===== src/rtl/branch_resolve_unit_pkg.sv =====
// rtl/branch_resolve_unit_pkg.sv - shared instruction encodings and widths for branch resolution
package branch_resolve_unit_pkg;

  localparam int XLEN_DEFAULT = 32;

  // RV32 major opcodes that reach the branch unit
  localparam logic [6:0] OPC_BRANCH = 7'b1100011;
  localparam logic [6:0] OPC_JAL    = 7'b1101111;
  localparam logic [6:0] OPC_JALR   = 7'b1100111;

  localparam logic [2:0] F3_BEQ  = 3'b000;
  localparam logic [2:0] F3_BNE  = 3'b001;
  localparam logic [2:0] F3_RSV2 = 3'b010;
  localparam logic [2:0] F3_RSV3 = 3'b011;
  localparam logic [2:0] F3_BLT  = 3'b100;
  localparam logic [2:0] F3_BGE  = 3'b101;
  localparam logic [2:0] F3_BLTU = 3'b110;
  localparam logic [2:0] F3_BGEU = 3'b111;

  localparam int LINK_OFFSET = 4;

  function automatic logic f3_is_reserved(input logic [2:0] f3);
    return (f3 == F3_RSV2) || (f3 == F3_RSV3);
  endfunction

endpackage


===== src/rtl/branch_resolve_unit_cmp.sv =====
// rtl/branch_resolve_unit_cmp.sv - combinational branch condition evaluation (branch_cmp)
module branch_cmp
  import branch_resolve_unit_pkg::*;
#(
  parameter int XLEN = XLEN_DEFAULT
) (
  input  logic [XLEN-1:0] a,
  input  logic [XLEN-1:0] b,
  input  logic [2:0]      func3,
  output logic            cond,
  output logic            illegal
);

  logic eq;
  logic lt_s;
  logic lt_u;

  assign eq   = (a == b);
  assign lt_s = ($signed(a) < $signed(b));
  assign lt_u = (a < b);

  always_comb begin
    cond    = 1'b0;
    illegal = f3_is_reserved(func3);
    case (func3)
      F3_BEQ:  cond = eq;
      F3_BNE:  cond = !eq;
      F3_BLT:  cond = lt_s;
      F3_BGE:  cond = !lt_s;
      F3_BLTU: cond = lt_u;
      F3_BGEU: cond = !lt_u;
      default: cond = 1'b0;
    endcase
  end

endmodule


===== src/rtl/branch_resolve_unit.sv =====
// rtl/branch_resolve_unit.sv - one-stage branch/jump resolver with handshake and statistics
module branch_resolve_unit
  import branch_resolve_unit_pkg::*;
#(
  parameter int XLEN  = XLEN_DEFAULT,
  parameter int CNT_W = 16
) (
  input  logic             clk,
  input  logic             rst,
  input  logic             in_valid,
  output logic             in_ready,
  input  logic [2:0]       in_func3,
  input  logic             in_is_jal,
  input  logic             in_is_jalr,
  input  logic [XLEN-1:0]  in_rs1,
  input  logic [XLEN-1:0]  in_rs2,
  input  logic [XLEN-1:0]  in_pc,
  input  logic [XLEN-1:0]  in_imm,
  input  logic             in_pred_taken,
  input  logic [XLEN-1:0]  in_pred_target,
  output logic             out_valid,
  input  logic             out_ready,
  output logic             out_taken,
  output logic [XLEN-1:0]  out_target,
  output logic [XLEN-1:0]  out_link,
  output logic [XLEN-1:0]  out_redirect_pc,
  output logic             out_mispredict,
  output logic             out_illegal,
  input  logic             cnt_clear,
  output logic [CNT_W-1:0] cnt_branch,
  output logic [CNT_W-1:0] cnt_mispredict
);

  localparam logic [XLEN-1:0]  LINK_INC = XLEN'(LINK_OFFSET);
  localparam logic [XLEN-1:0]  LSB_MASK = {{(XLEN-1){1'b1}}, 1'b0};
  localparam logic [CNT_W-1:0] CNT_MAX  = {CNT_W{1'b1}};
  localparam logic [CNT_W-1:0] CNT_ONE  = CNT_W'(1);

  logic            accept;
  logic            cmp_cond;
  logic            cmp_illegal;
  logic            is_jump;
  logic            nx_taken;
  logic            nx_illegal;
  logic            nx_mispredict;
  logic [XLEN-1:0] pc_sum;
  logic [XLEN-1:0] rs1_sum;
  logic [XLEN-1:0] nx_target;
  logic [XLEN-1:0] nx_link;
  logic [XLEN-1:0] nx_redirect;

  logic [CNT_W-1:0] cnt_branch_q;
  logic [CNT_W-1:0] cnt_mispredict_q;

  branch_cmp #(.XLEN(XLEN)) u_cmp (
    .a       (in_rs1),
    .b       (in_rs2),
    .func3   (in_func3),
    .cond    (cmp_cond),
    .illegal (cmp_illegal)
  );

  assign in_ready = !out_valid || out_ready;
  assign accept   = in_valid && in_ready;

  // Jumps ignore func3 entirely, so a reserved code only matters for conditionals
  always_comb begin
    is_jump       = in_is_jal || in_is_jalr;
    pc_sum        = in_pc + in_imm;
    rs1_sum       = in_rs1 + in_imm;
    nx_link       = in_pc + LINK_INC;
    nx_taken      = is_jump ? 1'b1 : (cmp_cond && !cmp_illegal);
    nx_illegal    = !is_jump && cmp_illegal;
    nx_target     = in_is_jalr ? (rs1_sum & LSB_MASK) : pc_sum;
    nx_redirect   = nx_taken ? nx_target : nx_link;
    nx_mispredict = (nx_taken != in_pred_taken) ||
                    (nx_taken && (nx_target != in_pred_target));
  end

  always_ff @(posedge clk) begin
    if (rst) begin
      out_valid       <= 1'b0;
      out_taken       <= 1'b0;
      out_target      <= '0;
      out_link        <= '0;
      out_redirect_pc <= '0;
      out_mispredict  <= 1'b0;
      out_illegal     <= 1'b0;
    end else if (accept) begin
      out_valid       <= 1'b1;
      out_taken       <= nx_taken;
      out_target      <= nx_target;
      out_link        <= nx_link;
      out_redirect_pc <= nx_redirect;
      out_mispredict  <= nx_mispredict;
      out_illegal     <= nx_illegal;
    end else if (out_ready) begin
      out_valid       <= 1'b0;
    end
  end

  // Counters saturate so long-running statistics never alias back to small values
  always_ff @(posedge clk) begin
    if (rst || cnt_clear) begin
      cnt_branch_q     <= '0;
      cnt_mispredict_q <= '0;
    end else if (accept) begin
      if (cnt_branch_q != CNT_MAX)
        cnt_branch_q <= cnt_branch_q + CNT_ONE;
      if (nx_mispredict && (cnt_mispredict_q != CNT_MAX))
        cnt_mispredict_q <= cnt_mispredict_q + CNT_ONE;
    end
  end

  assign cnt_branch     = cnt_branch_q;
  assign cnt_mispredict = cnt_mispredict_q;

endmodule


===== config.mk =====
export PLATFORM = sky130hd
export DESIGN_NAME = branch_resolve_unit
export DESIGN_NICKNAME = d
export VERILOG_FILES = /design/src/rtl/branch_resolve_unit_pkg.sv /design/src/rtl/branch_resolve_unit_cmp.sv /design/src/rtl/branch_resolve_unit.sv
export SDC_FILE = /design/constraint.sdc
export NUM_CORES = 1
export LEC_CHECK = 0
export ABC_AREA = 1
export CAP_MARGIN = 20
export CORE_MARGIN = 2
export CORE_UTILIZATION = 47
export CTS_CLUSTER_DIAMETER = 200
export DETAILED_ROUTE_END_ITERATION = 10
export GPL_TIMING_DRIVEN = 1
export PLACE_DENSITY_LB_ADDON = 0.15
export SLEW_MARGIN = 20
export SYNTH_ARGS = -nofsm -noshare
export SYNTH_HDL_FRONTEND = slang
export SYNTH_SLANG_ARGS = --single-unit

===== constraint.sdc =====
create_clock -name clk -period 3.5 [get_ports clk]
set_clock_uncertainty 0.1 [all_clocks]
set_input_delay 0.875 -clock clk [delete_from_list [all_inputs] [get_ports clk]]
set_output_delay 0.875 -clock clk [all_outputs]
set_load 0.05 [all_outputs]

### Routed metal, one colour a layer

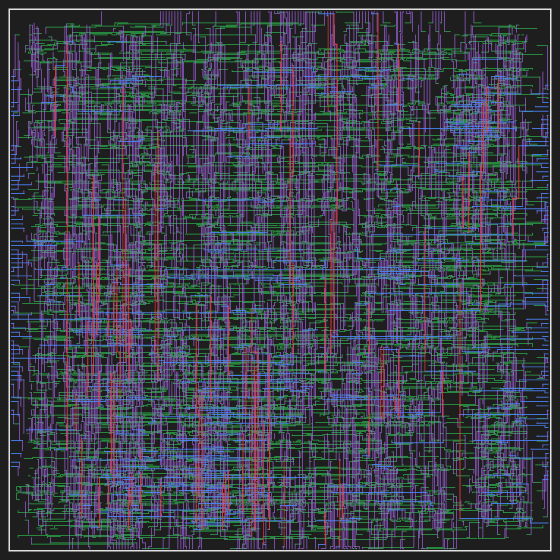
- met3: blue (wire length 3690 um)
- met2: purple (wire length 26.0 mm)
- met4: red (wire length 2320 um)
- met1: green (wire length 22.3 mm)
DR WL/cell: 16.93 um
Total Routing Usage GR: 35.16%
Via Count: 17400
WL final: 54270 um

### Signal wires on met1

Supply wires on this layer in grey.
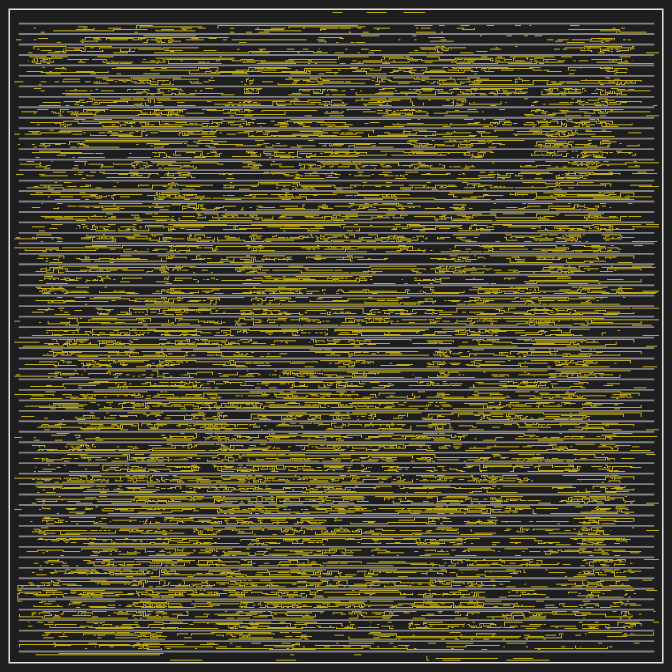
- nets with wire on the layer: 2908
- share of all routed wire: 41%
- main direction: horizontal
- wire length on this layer: 22.3 mm
- longest straight run: 71.8 um

==> job_summary.md <==
## Synthesis and layout report

| Metric | Value |
|---|---|
| Largest cell class | multi-input combinational cells |
| First-pass detailed-route iteration total | 6 |
| M3 GR Usage | 2.985% |
| Cell family with most CP delay | simple AND/OR/NAND/NOR gates |
| I/O pins | 304 |
| Slew Viols, Final | 0 |
| Fp_density | 47.73% |
| Dpl cells | 3147 |
| Unrepaired setup endpoints after global routing | true |
| Die ar. | 28710 um2 |
| Worst Setup EP | cnt_mispredict[6]$_SDFFE_PP0P_ |
| Fraction of area in registers | 12.50% |
| Min-Delay Path Class | flop to flop |
| WP buf/inv | 3 |
| Hold Crit Start | out_redirect_pc[8]$_SDFFE_PP0P_ |
| Logic gate fraction of the total cell area | 49.81% |
| Gate Area | 10530 um2 |
| Most numerous logic cell after layout | nand2_1 |
| Inverters | 385 |
| Critical Path Source Type | primary input |
| Max-Cap Viols | 0 |
| Top cell by count, worst path | nand2_1 |
| Met3 WL | 3685 um |
| Top layer reached by signal wires | met4 |
| Via density per instance | 5.430 |
| Signal buffers | 643 |
| H-Tree Depth | 4 |
| TritonCTS Buffers | 17 |
| Status | finished, final reports clean |
| Flip-flops with a built-in enable | 0 |
| Worst Reg-to-Reg Cells | 14 |
| Tap Cells | 341 |
| F_max | 0.2865 GHz |
| Yosys stat cell total | 2242 |
| Synth flops | 132 |
| CP max stage delay | 0.28 ns |
| Post-synth ARST share | 0% |
| Peak supply drop | 0.0003014 V |
| Most common reg cell | dfxtp_1 |
| OpenROAD warning count | 29 |
| DRC | 0 |
| Worst setup EP type | flop |
### Wire density map

34 x 34 tiles, from black (low) to pale yellow (high), scaled to the fullest tile. Values are wire area over tile area, all layers added.
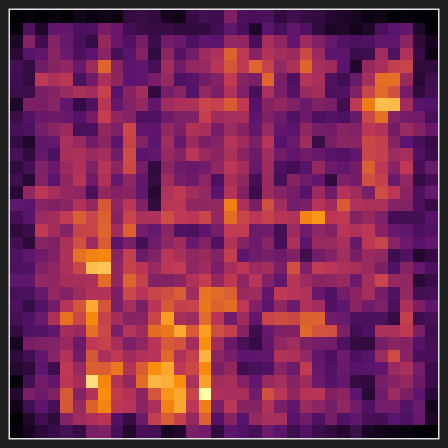
- mean over tiles: 0.31
- fullest tile: 0.89
- densest ninth of the die: bottom middle

[power breakdown]
group	switching, W	internal [W]
registers	0.0000710	0.00161
logic	0.00194	0.00134
clock network	0.000702	0.00100
[per-stage QoR]
step	cell area [um2]	setup WS, ns	power, W
6_report	21150	0.009681	0.006665
5_1_grt	21150	-0.1148	0.006985
4_1_cts	20120	0.0002878	0.006360
3_5_place_dp	18500	-0.8166	0.004517
3_3_place_gp	18500	-0.7396	0.004461
2_1_floorplan	12860	0.1692	0.003248
[what timing repair did]
action	CTS	global route
setup buffers	11	12
gates resized	281	349
setup endpoints to repair	48	49
pin swaps	64	111
cloned	2	2
[Yosys cell counts, types with 4 or more instances]
master	instances	area, um2
nand2_1	652	2447
inv_1	370	1389
nand3_1	237	1186
nor2_1	200	750.7
a21oi_1	159	795.8
dfxtp_1	132	2643
ha_1	96	1201
o21ai_0	94	470.5
nand4_1	37	231.5
clkbuf_1	36	135.1
xor2_1	28	245.2
nor3_1	22	110.1
nor2_2	20	125.1
nand3b_1	19	142.6
o211ai_1	19	142.6
nand2_2	15	93.84
o21bai_1	15	112.6
inv_2	14	52.55
buf_1	8	30.03
xnor2_1	8	70.07
buf_2	7	35.03
nand3_2	6	60.06
a21oi_2	5	43.79
and2_1	5	31.28
nor3_2	4	40.04
nor3b_1	4	30.03
o21a_1	4	30.03
[cell families after synthesis]
group                    Yosys count  share of synthesized area [%]
XOR/XNOR                          36                          2.451
flip-flops                       132                          20.54
AND/OR/NAND/NOR                 1234                          41.53
adder cells (fa/ha/maj)           98                          9.648
AND-OR/OR-AND                    302                          12.72
buffers and inverters            440                          13.11
[flip-flops by register name, indices dropped and copies added (netlist names)]
register and count:
out_link 32, out_redirect_pc 32, out_target 32, cnt_branch 16
cnt_mispredict 16, out_illegal 1, out_mispredict 1, out_taken 1
out_valid 1
No activity file was given, so power comes from the tool's default toggle rates.
